==> run_1/met1.png <==
The bar under the picture is 50 um long. Supply wires on this layer in grey.
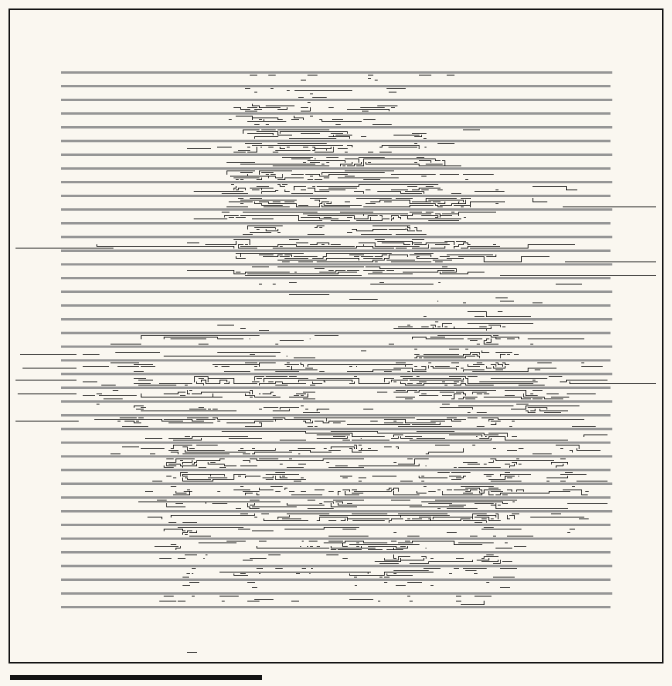
==> run_1/met2.png <==
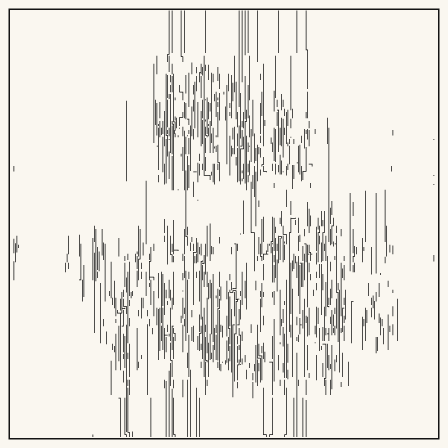
==> run_1/met3.png <==
The bar under the picture is 50 um long.
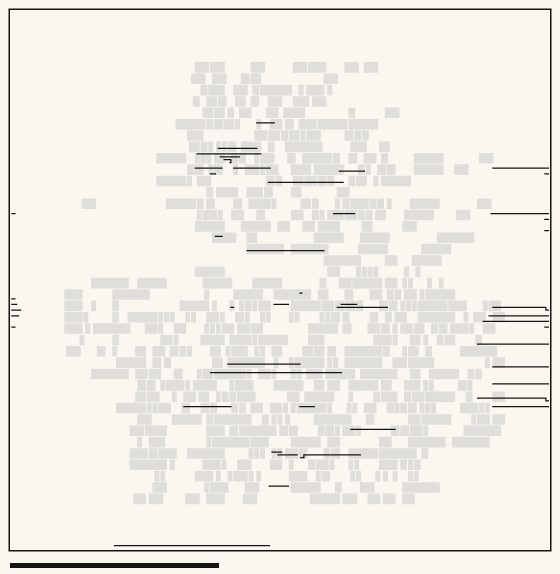
## src/rtl/scan_pkg.sv

```systemverilog
// Shared scan-mode encodings for the LED scanner and anything that drives it.
package scan_pkg;

  typedef enum logic [1:0] {
    BOUNCE    = 2'd0,
    WRAP_UP   = 2'd1,
    WRAP_DOWN = 2'd2,
    BAR       = 2'd3
  } scan_mode_e;

endpackage

```

## src/rtl/tick_gen.sv

```systemverilog
// Prescaler: emits a single-cycle tick every period+1 enabled cycles, on the
// same clock as everything else (no derived clock).
module tick_gen #(
  parameter int CNT_W = 32
) (
  input  logic             clock,
  input  logic             rst,
  input  logic             en,
  input  logic [CNT_W-1:0] period,
  output logic             tick
);

  logic [CNT_W-1:0] cnt;

  // >= so that shrinking period below the running count fires immediately
  assign tick = en && (cnt >= period);

  always_ff @(posedge clock) begin
    if (!rst)      cnt <= '0;
    else if (tick) cnt <= '0;
    else if (en)   cnt <= cnt + CNT_W'(1);
  end

endmodule

```

## src/rtl/led_scanner.sv

```systemverilog
// LED scanner: steps a position across N_LEDS outputs in one of four scan
// modes, paced by tick_gen. Mode is only looked at on step edges.
module led_scanner
  import scan_pkg::*;
#(
  parameter int N_LEDS = 10,
  parameter int CNT_W  = 32
) (
  input  logic                      MAX10_CLK1_50,
  input  logic                      rst,
  input  logic                      en,
  input  logic [1:0]                mode,
  input  logic [CNT_W-1:0]          period,
  output logic [N_LEDS-1:0]         LEDR,
  output logic [$clog2(N_LEDS)-1:0] pos,
  output logic                      dir,
  output logic                      step,
  output logic                      end_hit
);

  localparam int PW = $clog2(N_LEDS);
  localparam logic [PW-1:0] LAST = PW'(N_LEDS - 1);

  if (N_LEDS < 2 || N_LEDS > 32) begin : g_bad_n_leds
    $error("led_scanner: N_LEDS must be within 2..32");
  end

  logic              tick;
  logic [PW-1:0]     pos_nxt;
  logic              dir_nxt;
  logic [N_LEDS-1:0] led_nxt;
  scan_mode_e        mode_e;

  assign mode_e = scan_mode_e'(mode);

  tick_gen #(.CNT_W(CNT_W)) u_tick (
    .clock  (MAX10_CLK1_50),
    .rst    (rst),
    .en     (en),
    .period (period),
    .tick   (tick)
  );

  // Next position/direction; ends reflect without dwelling.
  always_comb begin
    pos_nxt = pos;
    dir_nxt = dir;
    unique case (mode_e)
      WRAP_UP: begin
        dir_nxt = 1'b1;
        pos_nxt = (pos == LAST) ? '0 : pos + PW'(1);
      end
      WRAP_DOWN: begin
        dir_nxt = 1'b0;
        pos_nxt = (pos == '0) ? LAST : pos - PW'(1);
      end
      default: begin
        if (dir) begin
          if (pos == LAST) begin
            dir_nxt = 1'b0;
            pos_nxt = LAST - PW'(1);
          end else begin
            pos_nxt = pos + PW'(1);
          end
        end else begin
          if (pos == '0) begin
            dir_nxt = 1'b1;
            pos_nxt = PW'(1);
          end else begin
            pos_nxt = pos - PW'(1);
          end
        end
      end
    endcase
  end

  for (genvar i = 0; i < N_LEDS; i++) begin : g_led
    assign led_nxt[i] = (mode_e == BAR) ? (PW'(i) <= pos_nxt) : (PW'(i) == pos_nxt);
  end

  always_ff @(posedge MAX10_CLK1_50) begin
    if (!rst) begin
      pos     <= '0;
      dir     <= 1'b1;
      LEDR    <= N_LEDS'(1);
      step    <= 1'b0;
      end_hit <= 1'b0;
    end else begin
      step    <= tick;
      end_hit <= tick && (pos_nxt == '0 || pos_nxt == LAST);
      if (tick) begin
        pos  <= pos_nxt;
        dir  <= dir_nxt;
        LEDR <= led_nxt;
      end
    end
  end

endmodule

```

## config.mk

```make
export PLATFORM = sky130hd
export DESIGN_NAME = led_scanner
export DESIGN_NICKNAME = d
export VERILOG_FILES = /design/src/rtl/scan_pkg.sv /design/src/rtl/tick_gen.sv /design/src/rtl/led_scanner.sv
export SDC_FILE = /design/constraint.sdc
export NUM_CORES = 1
export LEC_CHECK = 0
export CAP_MARGIN = 40
export CORE_MARGIN = 10
export CORE_UTILIZATION = 30
export CTS_CLUSTER_DIAMETER = 100
export DETAILED_ROUTE_END_ITERATION = 16
export GPL_TIMING_DRIVEN = 0
export MAX_ROUTING_LAYER = met4
export SLEW_MARGIN = 0
export SYNTH_ARGS = -nofsm -noshare
export SYNTH_HDL_FRONTEND = slang
export SYNTH_HIERARCHICAL = 1
export SYNTH_SLANG_ARGS = --single-unit
export TNS_END_PERCENT = 5
```

## constraint.sdc

```tcl
create_clock -name MAX10_CLK1_50 -period 2.7 [get_ports MAX10_CLK1_50]
set_input_delay 0.54 -clock MAX10_CLK1_50 [delete_from_list [all_inputs] [get_ports MAX10_CLK1_50]]
set_output_delay 0.54 -clock MAX10_CLK1_50 [all_outputs]
set_load 0.05 [all_outputs]
```

==> run notes, run 1 <==
run metrics: setup skew after layout=between 0.006 and 0.007 ns, layout multi-input combinational cell count=around 350, dominant non-sequential cell family after synthesis=simple AND/OR/NAND/NOR gates, final worst-path cycle share=0.9648, proportion of total power due to net switching=0.2578, setup TNS after final layout=0 ns, cell-by-cell trace of the critical path=clkdlybuf4s50_1, inv_1, ha_1, mux2_4, nand3b_1, o311ai_2, or2_1, buf_6, o31a_1, o31ai_2, Area leader share=0.2735, worst hold slack after final layout=0.4955 ns, adder-cell share of the synthesized area=0.1256, clock root buffer=sky130_fd_sc_hd__clkbuf_16, First DRT Iteration DRCs=270, leading area contributor after synthesis=sky130_fd_sc_hd__dfxtp_1, number of buffers inserted by post-CTS setup repair=8, cell count listed in synth_stat.txt=about 460, Comb power=about 0.00022 W, hold depth=2, FP Util=0.3102, WS Path Type=primary input to register, Worst Hold Launch=LEDR[1], Clock buffers and inverters, area share=0.03080, number of nets in the layout=599, sequential power=0.000728 W, slowest stage delay, CP=0.54 ns, number of synthesized register bits=a little under 50, later-pin clock latency in the skew report=0.29 ns, dominant cells by area after synthesis=sky130_fd_sc_hd__dfxtp_1 27%, sky130_fd_sc_hd__ha_1 13%, sky130_fd_sc_hd__nand2_1 6.0%, element type at the critical path end=register, worst setup path startpoint=mode[1], Post-Synth XOR/XNOR Area=0.07569, number of fill cells=1164, number of H-tree levels=2, Crit path buffers/inverters=3, HPWL after detailed placement=around 7300 um, multi-input gate share of total cell area=0.5435, fraction of final layout cells with drive strength greater than 1=0.2011, mux share of post-synthesis cell area=0.02023, post-synthesis net count=528, number of CTS-inserted buffers=5, GRT Util Overall=0.1216, ao+oa area frac=0.1434, global route hottest layer=met2, Post-synth ARST share=0, sequential fraction of total cell area=0.1996, logic area=2671 sq um, global placement routability congestion=0.8783, sink of the worst hold path=LEDR[1], largest registers in the final layout=u_tick/cnt: 32 flops, LEDR: 10 flops, pos: 4 flops, number of cells after detailed placement=652, post-layout minimum cycle time=~2.6 ns, number of flip-flops and latches=49, r2r endpoint=LEDR[4], combinational fraction of design power=0.138, slew margin rel.=0.6056, Max power group=registers, Clock group=0.000643 W, Most used DFF post-synth=sky130_fd_sc_hd__dfxtp_1, Setup Slack @ Placement=-0.8254 ns, number of remaining DRC errors=0, critical path's top delay family=buffers and inverters, number of tap instances=143, count of final max-slew check failures=0, most popular library cell in the synthesized design by count=sky130_fd_sc_hd__nand2_1, Sequential cell area=approximately 1000 sq um, initial antenna violation count=0, critical path peak fanout=9, number of maximum-capacitance constraint violations=0, inverter tally of the final layout excluding the clock network=41, TritonCTS Sinks=a little under 50, kind of launch point of the worst setup path=primary input, non-filler instance count after layout=670, Worst EP arrival=2.81 ns, synth warn=6, post-synth area from yosys stat=3587 sq um, Ant. Diodes=0, Lkg Pwr=between 2 and 2.5 nW, setup slack of the worst register-to-register path=0.15 ns, peak supply drop=roughly 0.21 mV, Pre-antenna DRT Iters=4, Worst-path clk slew=0.07 ns, timing endpoint of the critical path=LEDR[2], count of plain and timing-repair buffers in the layout=82, EDFF count, synth=0, highest routed metal layer=met4, core occupancy in the finished layout=0.4250, internal power=0.001181 W, vias in the first global route=3423, number of failing setup endpoints in the final timing report=0, final setup slack of the worst path=0.09507 ns, GR Overflow Total=0, Hold Path Class=register to register, post-detailed-route wirelength per cell=between 10 and 15 um, power after layout=approximately 0.0016 W, clock tree from TritonCTS=built, synthesized instance count=roughly 460, post-CTS resize count=~57, RSZ-0062 raised after global routing=true, summed instance area of the synthesized netlist=approximately 3600 sq um, cell area after placement=4317 sq um, run status=finished clean, worst flop-to-flop path startpoint=u_tick/cnt[0], Max Clk Rate=about 380 MHz, first-pass GRT wire length=16440 um, power density cells=323.6 nW/um^2, die x size=129.4 um, number of distinct library cells after synthesis=62, fraction of the yosys area taken by sequential cells=0.2735, average footprint of a synthesized cell=7.884 sq um
## Picture notes: met1.png
longest straight run: 30.8 um
nets with wire on the layer: 558
grt met1 use: 0.1527
overall routed net length: 9942 um
number of vias after detailed routing: 3429

## Picture notes: met2.png
main direction: vertical
wire length on this layer: 4840 um
nets with wire on the layer: 487
longest straight run: 36.0 um
share of all routed wire: 49%

## Picture notes: met3.png
nets with wire on the layer: 40
share of all routed wire: 4.2%
longest straight run: 37.0 um
wire length on this layer: 414 um
main direction: horizontal

==> run_1/final_clocks.png <==
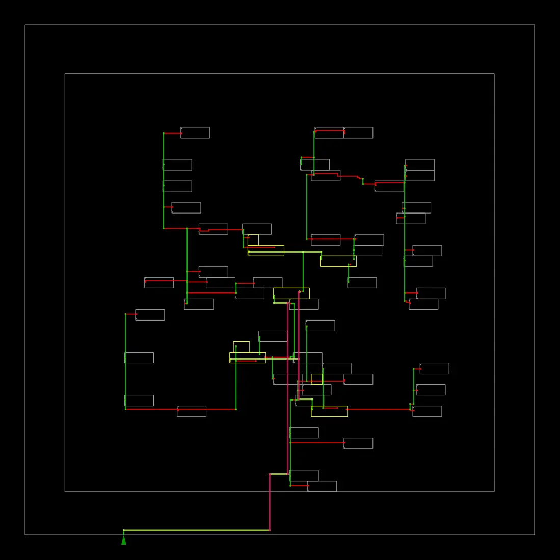

==> run 2, diff against run 1 <==
--- a/config.mk
+++ b/config.mk
@@ -5,6 +5,8 @@
 export SDC_FILE = /design/constraint.sdc
 export NUM_CORES = 1
 export LEC_CHECK = 0
+export ABC_AREA = 1
+export ABC_CLOCK_PERIOD_IN_PS = 2700
 export CAP_MARGIN = 40
 export CORE_MARGIN = 10
 export CORE_UTILIZATION = 30
==> run_2/final_clocks.png <==
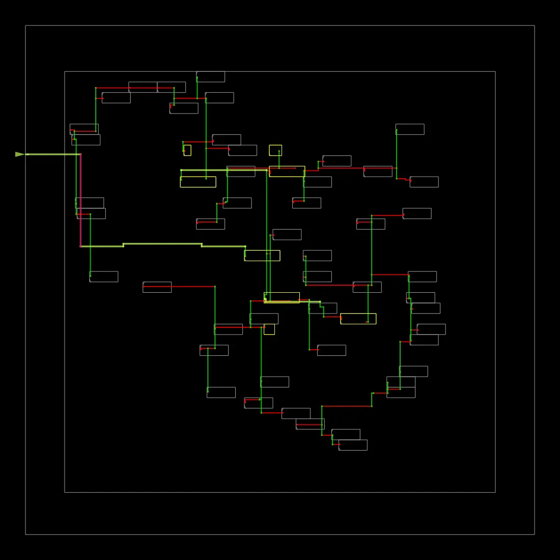
setup skew after layout: 0.009341 ns
clock buffers: 5
Clock group: 0.000634 W
number of CTS-inserted buffers: 5
TritonCTS Sinks: 49

==> run notes, run 2 <==
run metrics: global placement routability congestion=0.8587 (-2.2%), Most used DFF post-synth=sky130_fd_sc_hd__dfxtp_1, dominant cells by area after synthesis=sky130_fd_sc_hd__dfxtp_1 26%, sky130_fd_sc_hd__nand2_1 13%, sky130_fd_sc_hd__ha_1 12%, Worst EP arrival=2.70 ns (-0.11 ns), GR Overflow Total=0 (unchanged), mux share of post-synthesis cell area=0.002681 (-0.01755), logic area=2357 sq um (-12%), Worst-path clk slew=0.07 ns (about the same), number of H-tree levels=2 (unchanged), most popular library cell in the synthesized design by count=sky130_fd_sc_hd__nand2_1, dominant non-sequential cell family after synthesis=simple AND/OR/NAND/NOR gates, number of failing setup endpoints in the final timing report=0 (unchanged), run status=finished clean, Post-synth ARST share=0 (unchanged), number of tap instances=168 (+17%), sequential fraction of total cell area=0.2097 (+0.01014), Max power group=registers, setup TNS after final layout=0 ns (unchanged), EDFF count, synth=0 (unchanged), Clock buffers and inverters, area share=0.03130 (+0.0004956), setup slack of the worst register-to-register path=0.56 ns (+0.41 ns), r2r endpoint=dir, First DRT Iteration DRCs=151 (-44%), element type at the critical path end=register, number of vias after detailed routing=3468 (+1.1%), timing endpoint of the critical path=dir, number of fill cells=1275 (+9.5%), peak supply drop=0.1819 mV (-14%), count of final max-slew check failures=0 (unchanged), post-synthesis net count=621 (+18%), HPWL after detailed placement=7273 um (-0.11%), cell area after placement=4464 sq um (+3.4%), layout multi-input combinational cell count=396 (+14%), Area leader share=0.2627 (-0.01072), clock root buffer=sky130_fd_sc_hd__clkbuf_16, number of synthesized register bits=49 (unchanged), fraction of final layout cells with drive strength greater than 1=0.1424 (-0.05875), Ant. Diodes=0 (unchanged), number of distinct library cells after synthesis=39 (-37%), Pre-antenna DRT Iters=4 (unchanged), post-CTS resize count=4 (-93%), fraction of the yosys area taken by sequential cells=0.2627 (-0.01072), cell count listed in synth_stat.txt=548 (+20%), critical path peak fanout=10 (+1), Comb power=0.000179 W (-18%), die x size=131.6 um (+1.7%), Synth-to-Final Area Change=25.27%, RSZ-0062 raised after global routing=false, core occupancy in the finished layout=0.3862 (-0.03881), number of buffers inserted by post-CTS setup repair=0 (-8), met3 wire length=294 um, internal power=0.001158 W (-1.9%), ports placed on the boundary=54, Worst Hold Launch=LEDR[4], number of remaining DRC errors=0 (unchanged), slew margin rel.=0.6538 (+0.04823), power density cells=329.4 nW/um^2 (+1.8%), critical path's top delay family=buffers and inverters, sequential power=0.000728 W (about the same), Sequential cell area=980.9 sq um (unchanged), non-filler instance count after layout=779 (+16%), number of nets in the layout=683 (+14%), worst flop-to-flop path startpoint=u_tick/cnt[0], post-layout minimum cycle time=2.485 ns (-0.1197 ns), ao+oa area frac=0.07808 (-0.06527), Hold Path Class=register to register, Setup Slack @ Placement=-0.5717 ns (+0.2537 ns), worst hold slack after final layout=0.4758 ns (-0.01970 ns), cell-by-cell trace of the critical path=clkdlybuf4s50_1, inv_1, ha_4, nand2_1, inv_1, nand2_1, nor2_1, nor2_1, nand2_1, nand2_1, nand2_2, nand2_1, nand2_2, nand2_2, inv_2, buf_6, inv_8, a311oi_2, nand2_1, o211ai_1, Max Clk Rate=402.4 MHz (+4.8%), post-detailed-route wirelength per cell=11.41 um (-23%), slowest stage delay, CP=0.45 ns (-0.09 ns), adder-cell share of the synthesized area=0.1206 (-0.004923), grt met1 use=0.1218 (-0.03098), kind of launch point of the worst setup path=primary input, FP Util=0.3083 (-0.001916), final setup slack of the worst path=0.2148 ns (+0.1197 ns), power after layout=0.001541 W (-3.1%), multi-input gate share of total cell area=0.5040 (-0.03952), Crit path buffers/inverters=6 (+3), GRT Util Overall=0.1074 (-0.01416), number of flip-flops and latches=49 (unchanged), later-pin clock latency in the skew report=0.29 ns (about the same), highest routed metal layer=met4, clock tree from TritonCTS=built, sink of the worst hold path=LEDR[4], Lkg Pwr=2.149 nW (+3.9%), combinational fraction of design power=0.116 (-0.022), final worst-path cycle share=0.9204 (-0.04435), overall routed net length=8890 um (-11%), vias in the first global route=3565 (+4.1%), post-synth area from yosys stat=3734 sq um (+4.1%), number of cells after detailed placement=768 (+18%), post-route cell area=4677 sq um, summed instance area of the synthesized netlist=3734 sq um (+4.1%), count of plain and timing-repair buffers in the layout=64 (-22%), synthesized instance count=548 (+20%), first-pass GRT wire length=15800 um (-3.9%), proportion of total power due to net switching=0.2481 (-0.009619)
Power figures rest on the tool's default switching activity, not on a simulated workload.
